--- config.mk ---
export PLATFORM = sky130hd
export DESIGN_NAME = bf_core_v2
export DESIGN_NICKNAME = d
export VERILOG_FILES = /design/src/rtl/bf_core_v2.sv
export SDC_FILE = /design/constraint.sdc
export NUM_CORES = 1
export LEC_CHECK = 0
export CAP_MARGIN = 20
export CORE_UTILIZATION = 55
export CTS_CLUSTER_DIAMETER = 80
export CTS_CLUSTER_SIZE = 14
export DETAILED_ROUTE_END_ITERATION = 12
export PLACE_DENSITY = 0.76
export SETUP_SLACK_MARGIN = 0.3
export SLEW_MARGIN = 20
export SYNTH_ARGS = -nofsm -noshare
export SYNTH_HDL_FRONTEND = slang
export SYNTH_SLANG_ARGS = --single-unit
--- constraint.sdc ---
create_clock -name sysClk -period 4.8 [get_ports sysClk]
set_input_delay 0.72 -clock sysClk [delete_from_list [all_inputs] [get_ports sysClk]]
set_output_delay 0.72 -clock sysClk [all_outputs]
set_load 0.01 [all_outputs]
--- src/rtl/bf_core_v2.sv ---
// rtl/bf_core_v2.sv - Brainfuck interpreter core with tape cell cache, loop stack and bracket skipper
module bf_core_v2 #(
    parameter int CELL_W      = 8,
    parameter int ADDR_ARRAY  = 9,
    parameter int ADDR_CODE   = 9,
    parameter int STACK_DEPTH = 16
) (
    input  logic                  sysClk,
    input  logic                  reset,
    input  logic                  enable,
    output logic [ADDR_CODE-1:0]  codeAddr,
    input  logic [7:0]            codeIn,
    output logic [ADDR_ARRAY-1:0] arrayAddr,
    output logic [CELL_W-1:0]     arrayDataOut,
    output logic                  arrayWe,
    input  logic [CELL_W-1:0]     arrayDataIn,
    input  logic                  inValid,
    input  logic [7:0]            inData,
    output logic                  inReady,
    output logic                  outValid,
    output logic [7:0]            outData,
    input  logic                  outReady,
    output logic                  done,
    output logic [1:0]            error
);
    localparam int SP_W = $clog2(STACK_DEPTH) + 1;
    localparam logic [7:0] OP_INC = 8'h2B, OP_DEC = 8'h2D, OP_RIGHT = 8'h3E, OP_LEFT = 8'h3C;
    localparam logic [7:0] OP_OUT = 8'h2E, OP_IN = 8'h2C, OP_OPEN = 8'h5B, OP_CLOSE = 8'h5D;

    typedef enum logic [2:0] {
        S_LOADCELL, S_FETCH, S_EXEC, S_OUT, S_IN, S_SKIP, S_HALT
    } state_t;

    state_t                state_q;
    logic [ADDR_CODE-1:0]  pc_q, depth_q;
    logic [ADDR_ARRAY-1:0] ptr_q;
    logic [CELL_W-1:0]     cell_q;
    logic [SP_W-1:0]       sp_q;
    logic [1:0]            error_q;
    logic                  load_pend_q, skip_ph_q;
    logic [ADDR_CODE-1:0]  stack_q [STACK_DEPTH];

    logic [ADDR_CODE:0]    pc_inc;
    logic                  pc_wrap, stack_full, push_en;
    logic [SP_W-2:0]       sp_idx, top_idx;
    logic [ADDR_CODE-1:0]  pc_next, top;

    assign pc_inc     = {1'b0, pc_q} + 1'b1;
    assign pc_wrap    = pc_inc[ADDR_CODE];
    assign pc_next    = pc_inc[ADDR_CODE-1:0];
    assign sp_idx     = sp_q[SP_W-2:0];
    assign top_idx    = sp_idx - 1'b1;
    assign top        = stack_q[top_idx];
    assign stack_full = (sp_q == SP_W'(STACK_DEPTH));
    assign push_en    = !reset && state_q == S_EXEC && codeIn == OP_OPEN
                        && cell_q != '0 && !stack_full;

    assign codeAddr  = pc_q;
    assign arrayAddr = ptr_q;
    assign outData   = cell_q[7:0];
    assign error     = error_q;
    assign inReady   = !reset && state_q == S_IN;
    assign outValid  = !reset && state_q == S_OUT;
    assign done      = !reset && state_q == S_HALT;

    // Tape writes happen in the same cycle as the modifying op; cell_q follows them (write-through).
    always_comb begin
        arrayWe      = 1'b0;
        arrayDataOut = cell_q;
        if (!reset) begin
            if (state_q == S_EXEC && (codeIn == OP_INC || codeIn == OP_DEC)) begin
                arrayWe      = 1'b1;
                arrayDataOut = (codeIn == OP_INC) ? cell_q + 1'b1 : cell_q - 1'b1;
            end else if (state_q == S_IN && inValid) begin
                arrayWe      = 1'b1;
                arrayDataOut = CELL_W'(inData);
            end
        end
    end

    always_ff @(posedge sysClk) begin
        if (push_en) stack_q[sp_idx] <= pc_q;
    end

    always_ff @(posedge sysClk) begin
        if (reset) begin
            state_q     <= S_LOADCELL;
            pc_q        <= '0;
            ptr_q       <= '0;
            sp_q        <= '0;
            depth_q     <= '0;
            cell_q      <= '0;
            error_q     <= 2'b00;
            load_pend_q <= 1'b0;
            skip_ph_q   <= 1'b0;
        end else begin
            if (arrayWe) cell_q <= arrayDataOut;
            case (state_q)
                S_LOADCELL: begin
                    load_pend_q <= 1'b1;
                    state_q     <= S_FETCH;
                end
                S_FETCH: begin
                    // Tape data addressed in LOADCELL arrives here.
                    if (load_pend_q) begin
                        cell_q      <= arrayDataIn;
                        load_pend_q <= 1'b0;
                    end
                    if (enable) state_q <= S_EXEC;
                end
                S_EXEC: begin
                    pc_q    <= pc_next;
                    state_q <= pc_wrap ? S_HALT : S_FETCH;
                    case (codeIn)
                        8'h00: begin
                            pc_q    <= pc_q;
                            state_q <= S_HALT;
                        end
                        OP_RIGHT: begin
                            ptr_q <= ptr_q + 1'b1;
                            if (!pc_wrap) state_q <= S_LOADCELL;
                        end
                        OP_LEFT: begin
                            ptr_q <= ptr_q - 1'b1;
                            if (!pc_wrap) state_q <= S_LOADCELL;
                        end
                        OP_OUT: begin
                            pc_q    <= pc_q;
                            state_q <= S_OUT;
                        end
                        OP_IN: begin
                            pc_q    <= pc_q;
                            state_q <= S_IN;
                        end
                        OP_OPEN: begin
                            if (cell_q != '0) begin
                                if (stack_full) begin
                                    error_q <= 2'b01;
                                    pc_q    <= pc_q;
                                    state_q <= S_HALT;
                                end else begin
                                    sp_q <= sp_q + 1'b1;
                                end
                            end else begin
                                depth_q <= ADDR_CODE'(1);
                                if (pc_wrap) error_q <= 2'b11;
                                else state_q <= S_SKIP;
                            end
                        end
                        OP_CLOSE: begin
                            if (sp_q == '0) begin
                                error_q <= 2'b10;
                                pc_q    <= pc_q;
                                state_q <= S_HALT;
                            end else if (cell_q != '0) begin
                                pc_q    <= top + 1'b1;
                                state_q <= S_FETCH;
                            end else begin
                                sp_q <= sp_q - 1'b1;
                            end
                        end
                        default: ;
                    endcase
                end
                S_OUT: begin
                    if (outReady) begin
                        pc_q    <= pc_next;
                        state_q <= pc_wrap ? S_HALT : S_FETCH;
                    end
                end
                S_IN: begin
                    if (inValid) begin
                        pc_q    <= pc_next;
                        state_q <= pc_wrap ? S_HALT : S_FETCH;
                    end
                end
                S_SKIP: begin
                    // Phase 0 presents pc to code RAM, phase 1 inspects the returned byte.
                    skip_ph_q <= !skip_ph_q;
                    if (skip_ph_q) begin
                        pc_q <= pc_next;
                        if (codeIn == 8'h00) begin
                            pc_q    <= pc_q;
                            error_q <= 2'b11;
                            state_q <= S_HALT;
                        end else if (codeIn == OP_CLOSE && depth_q == ADDR_CODE'(1)) begin
                            depth_q <= '0;
                            state_q <= pc_wrap ? S_HALT : S_FETCH;
                        end else begin
                            if (codeIn == OP_OPEN) depth_q <= depth_q + 1'b1;
                            else if (codeIn == OP_CLOSE) depth_q <= depth_q - 1'b1;
                            if (pc_wrap) begin
                                error_q <= 2'b11;
                                state_q <= S_HALT;
                            end
                        end
                    end
                end
                S_HALT: state_q <= S_HALT;
                default: state_q <= S_HALT;
            endcase
        end
    end
endmodule

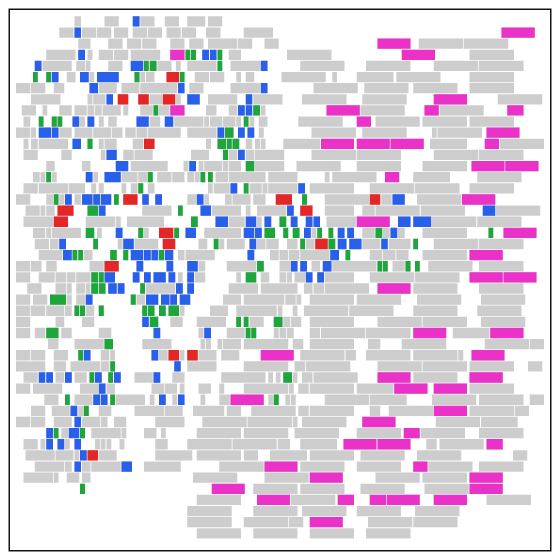
Figure 1: run 1, selected gate families.
legend:
  AND-OR and OR-AND gates:
    color: red
    cells: 18
    most_used: a21o_1
  inverting AOI/OAI gates:
    color: blue
    cells: 128
    most_used: a21oi_1
  multiplexers:
    color: magenta
    cells: 52
    most_used: mux4_2
  NAND gates:
    color: green
    cells: 97
    most_used: nand2_1
logic gate fraction of the total cell area: 0.3527
non-filler instance count after layout: 1064
most frequent logic cell in the layout: sky130_fd_sc_hd__edfxtp_1

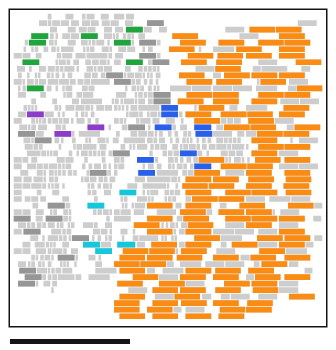
Figure 2: run 1, where the registers sit.
Scale bar: 50 um. Other sequential cells in the stronger gray, the rest of the logic in the fainter gray.
legend:
  state_q:
    color: purple
    sequential_cells: 3
  codeAddr:
    color: blue
    sequential_cells: 9
    where: center
  stack_q:
    color: orange
    sequential_cells: 144
  sp_q:
    color: cyan
    sequential_cells: 5
  outData:
    color: green
    sequential_cells: 8
    where: north-west
not colored: 22
Flop+latch power: 1.93 mW
flop share of the area: 0.4802
Finished Core Util: 0.6637

==> run notes, run 1 <==
Run status
- result of the run: finished, final reports clean

Cells and area
- proportion of final cell area spent on non-clock buffers: 0.08351
- sequential cell area in the final layout: 0.005266 sq mm
- number of ordinary inverters in the final layout: 20
- total non-filler cell area in the finished layout: 0.01097 sq mm
- Buffers, non-clock: 100
- Filler cells: 1171
- number of combinational gates with multiple inputs: 501
- area delta synth->final: 18.00%
- multi-input logic area: 0.003867 sq mm

Critical path
- worst reg2reg path depth: 10
- Req. time, crit path: 4080 ps
- slowest stage cell, crit path: sky130_fd_sc_hd__clkdlybuf4s50_1
- number of buffers and inverters on the critical path: 4
- end point of the critical path: arrayDataOut[7]
- Data arrival, critical path: 3730 ps
- cell class contributing the biggest share of worst-path delay: AND-OR/OR-AND gates

Final timing
- maximum operating frequency: 0.2247 GHz
- Worst Hold Slack: 488.2 ps
- Worst-Margin Slew: 906.8 ps
- Period minus WS final: 4451 ps
- slew margin rel.: 0.3946
- final worst clock skew: 10.13 ps
- final setup slack of the worst path: 349.4 ps
- Final TNS setup: 0 ps
- total count of max-transition violations in the final report: 0

Die
- die boundary width: 132.0 um

Clocking
- quantity of gates resized following cts: 13
- clock latency reported for the late side of the worst-skew pair: 430 ps
- CTS tree: yes
- Num Clock Sinks: 191
- cts hold-fix bufs: 0

Drt
- drt first-iter violations: 536
- highest metal layer with signal wires: met4
- count of antenna-violating nets left after detailed routing: 0
- Remaining DRCs: 0
- detailed route wirelength on metal2: 11.32 mm
- Pre-Repair DR Iteration Count: 6

Synth
- post-synthesis sequential area ratio: 0.5665
- Main area contributors: sky130_fd_sc_hd__edfxtp_1 (47%), sky130_fd_sc_hd__dfxtp_1 (10%), sky130_fd_sc_hd__mux4_2 (9.7%), sky130_fd_sc_hd__ha_1 (3.6%), sky130_fd_sc_hd__a21oi_1 (3.0%)
- most common cell in the netlist: sky130_fd_sc_hd__edfxtp_1
- flip-flop and latch count after synthesis: 191
- Post-Synthesis Mean Instance Area: 12.54 sq um
- async set-reset flop share out of synthesis: 0

Power and ir drop
- net switching component of the power: 1.105 mW
- static leakage: 3.984 nW
- peak supply drop: 254.6 uV
- proportion of power drawn by the clock network: 0.342
- Seq pwr share: 0.484

Placement
- HPWL after DPL: 14.73 mm
- DP Area: 0.01034 sq mm
- setup slack after placement: -250.1 ps

Run
- total of max-cap violations: 0
- total tool warning count: 34

Hold path
- worst hold start: arrayAddr[3]
- Min-Delay Endpoint: arrayAddr[3]

Global routing
- GR met3 Demand/Resource: 0.03960
- wire length of the first global-routing pass: 34.97 mm

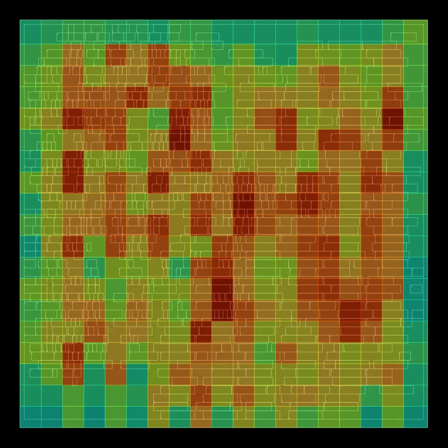
Figure 3: run 1, routing congestion.
met1 layer usage reported by global route: 0.3359
total routing usage reported by global routing: 0.2633
met2 usage in global routing: 0.4600
global routing's busiest layer: met2

run 1: power by group through the flow:
stage                     registers (mW)  logic (mW)  clock network (mW)
final                               1.93       0.694                1.36
after global routing                1.93       0.758                1.43
after CTS                           1.92       0.673                1.37
after detailed placement            1.96       0.660                   0
after global placement              1.95       0.637                   0
after floorplan                     1.92       0.428                   0
run 1: registers in the layout (all words and copies together), names as in the netlist:
register / flops
outData: 8
skip_ph_q: 1
state_q: 3
arrayAddr: 9
error: 2
depth_q: 9
codeAddr: 9
stack_q: 144
sp_q: 5
load_pend_q: 1
run 1: logic make-up after synthesis:
group                      synth area share
and+or+nand+nor                      0.1257
DFF                                  0.5665
AOI/OAI and AO/OA                   0.09653
muxes                                0.1105
buffers and inverters               0.02275
xor gates and xnor gates            0.03514
adders and majority gates           0.04281
==> inputs of run 2 (changes only) <==
--- a/config.mk
+++ b/config.mk
@@ -5,7 +5,6 @@
 export SDC_FILE = /design/constraint.sdc
 export NUM_CORES = 1
 export LEC_CHECK = 0
-export CAP_MARGIN = 20
 export CORE_UTILIZATION = 55
 export CTS_CLUSTER_DIAMETER = 80
 export CTS_CLUSTER_SIZE = 14
==> run notes, run 2 <==
Run status
- result of the run: finished, final reports clean

Synth
- most common cell in the netlist: sky130_fd_sc_hd__edfxtp_1
- async set-reset flop share out of synthesis: 0
- Main area contributors: sky130_fd_sc_hd__edfxtp_1 (47%), sky130_fd_sc_hd__dfxtp_1 (10%), sky130_fd_sc_hd__mux4_2 (9.7%), sky130_fd_sc_hd__ha_1 (3.6%), sky130_fd_sc_hd__a21oi_1 (3.0%)
- Distinct lib cells used: 68
- flip-flop and latch count after synthesis: 191
- Post-Synthesis Mean Instance Area: 12.54 sq um
- post-synthesis sequential area ratio: 0.5665

Final timing
- final worst clock skew: 10.13 ps
- Worst Hold Slack: 488.2 ps
- slew margin rel.: 0.3946
- total count of max-transition violations in the final report: 0
- Worst-Margin Slew: 906.8 ps
- Period minus WS final: 4451 ps
- maximum operating frequency: 0.2247 GHz
- final setup slack of the worst path: 349.4 ps
- Final TNS setup: 0 ps

Drt
- drt first-iter violations: 536
- detailed route wirelength on metal2: 11.32 mm
- Pre-Repair DR Iteration Count: 6
- Remaining DRCs: 0
- highest metal layer with signal wires: met4
- count of antenna-violating nets left after detailed routing: 0

Power and ir drop
- power density over the cells: 363.1 mW/mm^2
- peak supply drop: 254.6 uV
- switching share of total power: 0.2775
- proportion of power drawn by the clock network: 0.342
- Seq pwr share: 0.484
- relative contribution of combinational cells to total power: 0.174
- power attributed to combinational cells: 694 uW
- group drawing the most power: sequential cells
- net switching component of the power: 1.105 mW
- Flop+latch power: 1.93 mW
- static leakage: 3.984 nW
- clock network power consumption: 1.36 mW

Clocking
- CTS clk-pin slew, worst paths: 60 ps
- quantity of gates resized following cts: 13
- CTS tree: yes
- Num Clock Sinks: 191
- clock latency reported for the late side of the worst-skew pair: 430 ps
- cts hold-fix bufs: 0

Cells and area
- number of combinational gates with multiple inputs: 501
- Buffers, non-clock: 100
- non-filler instance count after layout: 1064
- Finished Core Util: 0.6637
- Filler cells: 1171
- number of ordinary inverters in the final layout: 20
- register with the most flip-flops: stack_q
- flop share of the area: 0.4802
- number of flip-flops in the largest register: 144
- total non-filler cell area in the finished layout: 0.01097 sq mm
- proportion of final cell area spent on non-clock buffers: 0.08351
- area delta synth->final: 18.00%
- sequential cell area in the final layout: 0.005266 sq mm
- multi-input logic area: 0.003867 sq mm
- logic gate fraction of the total cell area: 0.3527
- most frequent logic cell in the layout: sky130_fd_sc_hd__edfxtp_1

Critical path
- number of buffers and inverters on the critical path: 4
- Req. time, crit path: 4080 ps
- Data arrival, critical path: 3730 ps
- slowest stage cell, crit path: sky130_fd_sc_hd__clkdlybuf4s50_1
- cell class contributing the biggest share of worst-path delay: AND-OR/OR-AND gates
- stage delay of the slowest cell on the critical path: 470 ps

Global routing
- met1 layer usage reported by global route: 0.3359
- antenna violations before repair: 0
- global routing's busiest layer: met2
- GR met3 Demand/Resource: 0.03960
- met2 usage in global routing: 0.4600
- total routing usage reported by global routing: 0.2633
- wire length of the first global-routing pass: 34.97 mm

Die
- die boundary width: 132.0 um
- I/O pins: 69

Placement
- DP Area: 0.01034 sq mm
- HPWL after DPL: 14.73 mm
- setup slack after placement: -250.1 ps

Run
- total tool warning count: 34
- total of max-cap violations: 0

run 2: cell counts in the layout (fill, tap and decap cells not counted):
No cell type changed its count.
run 2: kinds of logic after synthesis:
group,count (synthesis),share of synthesized area
XOR/XNOR,33,0.03514
adder cells (fa/ha/maj),30,0.04281
buffers and inverters,49,0.02275
AND/OR/NAND/NOR,240,0.1257
multiplexers,52,0.1105
flip-flops,191,0.5665
AND-OR/OR-AND,146,0.09653
run 2: path summary, 6_finish.rpt:
kind | startpoint | end | slack [ps] | depth (start not counted)
worst max-delay path | codeIn[5] | arrayDataOut[7] | 350 | 15
worst min-delay path | arrayAddr[3] | arrayAddr[3] | 490 | 2
worst max register to register | sp_q[1] | codeAddr[4] | 1410 | 10
worst min register to register | arrayAddr[3] | arrayAddr[3] | 490 | 2
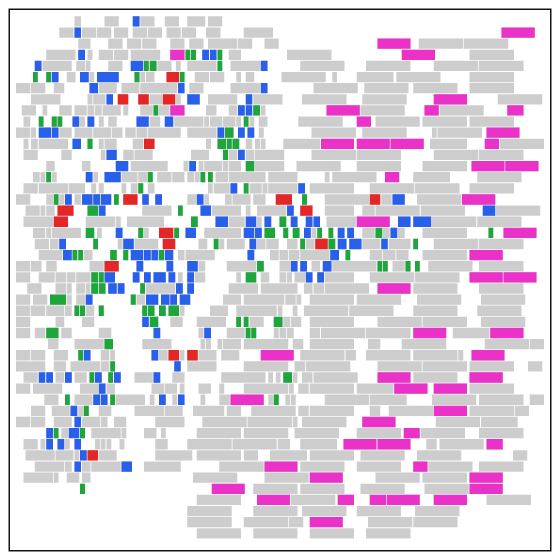
Figure 4: run 2, selected gate families.
legend:
  AND-OR and OR-AND gates:
    color: red
    cells: 18
    most_used: a21o_1
  NAND gates:
    color: green
    cells: 97
    most_used: nand2_1
  multiplexers:
    color: magenta
    cells: 52
    most_used: mux4_2
  inverting AOI/OAI gates:
    color: blue
    cells: 128
    most_used: a21oi_1

Power is estimated from default activity; no workload was simulated.
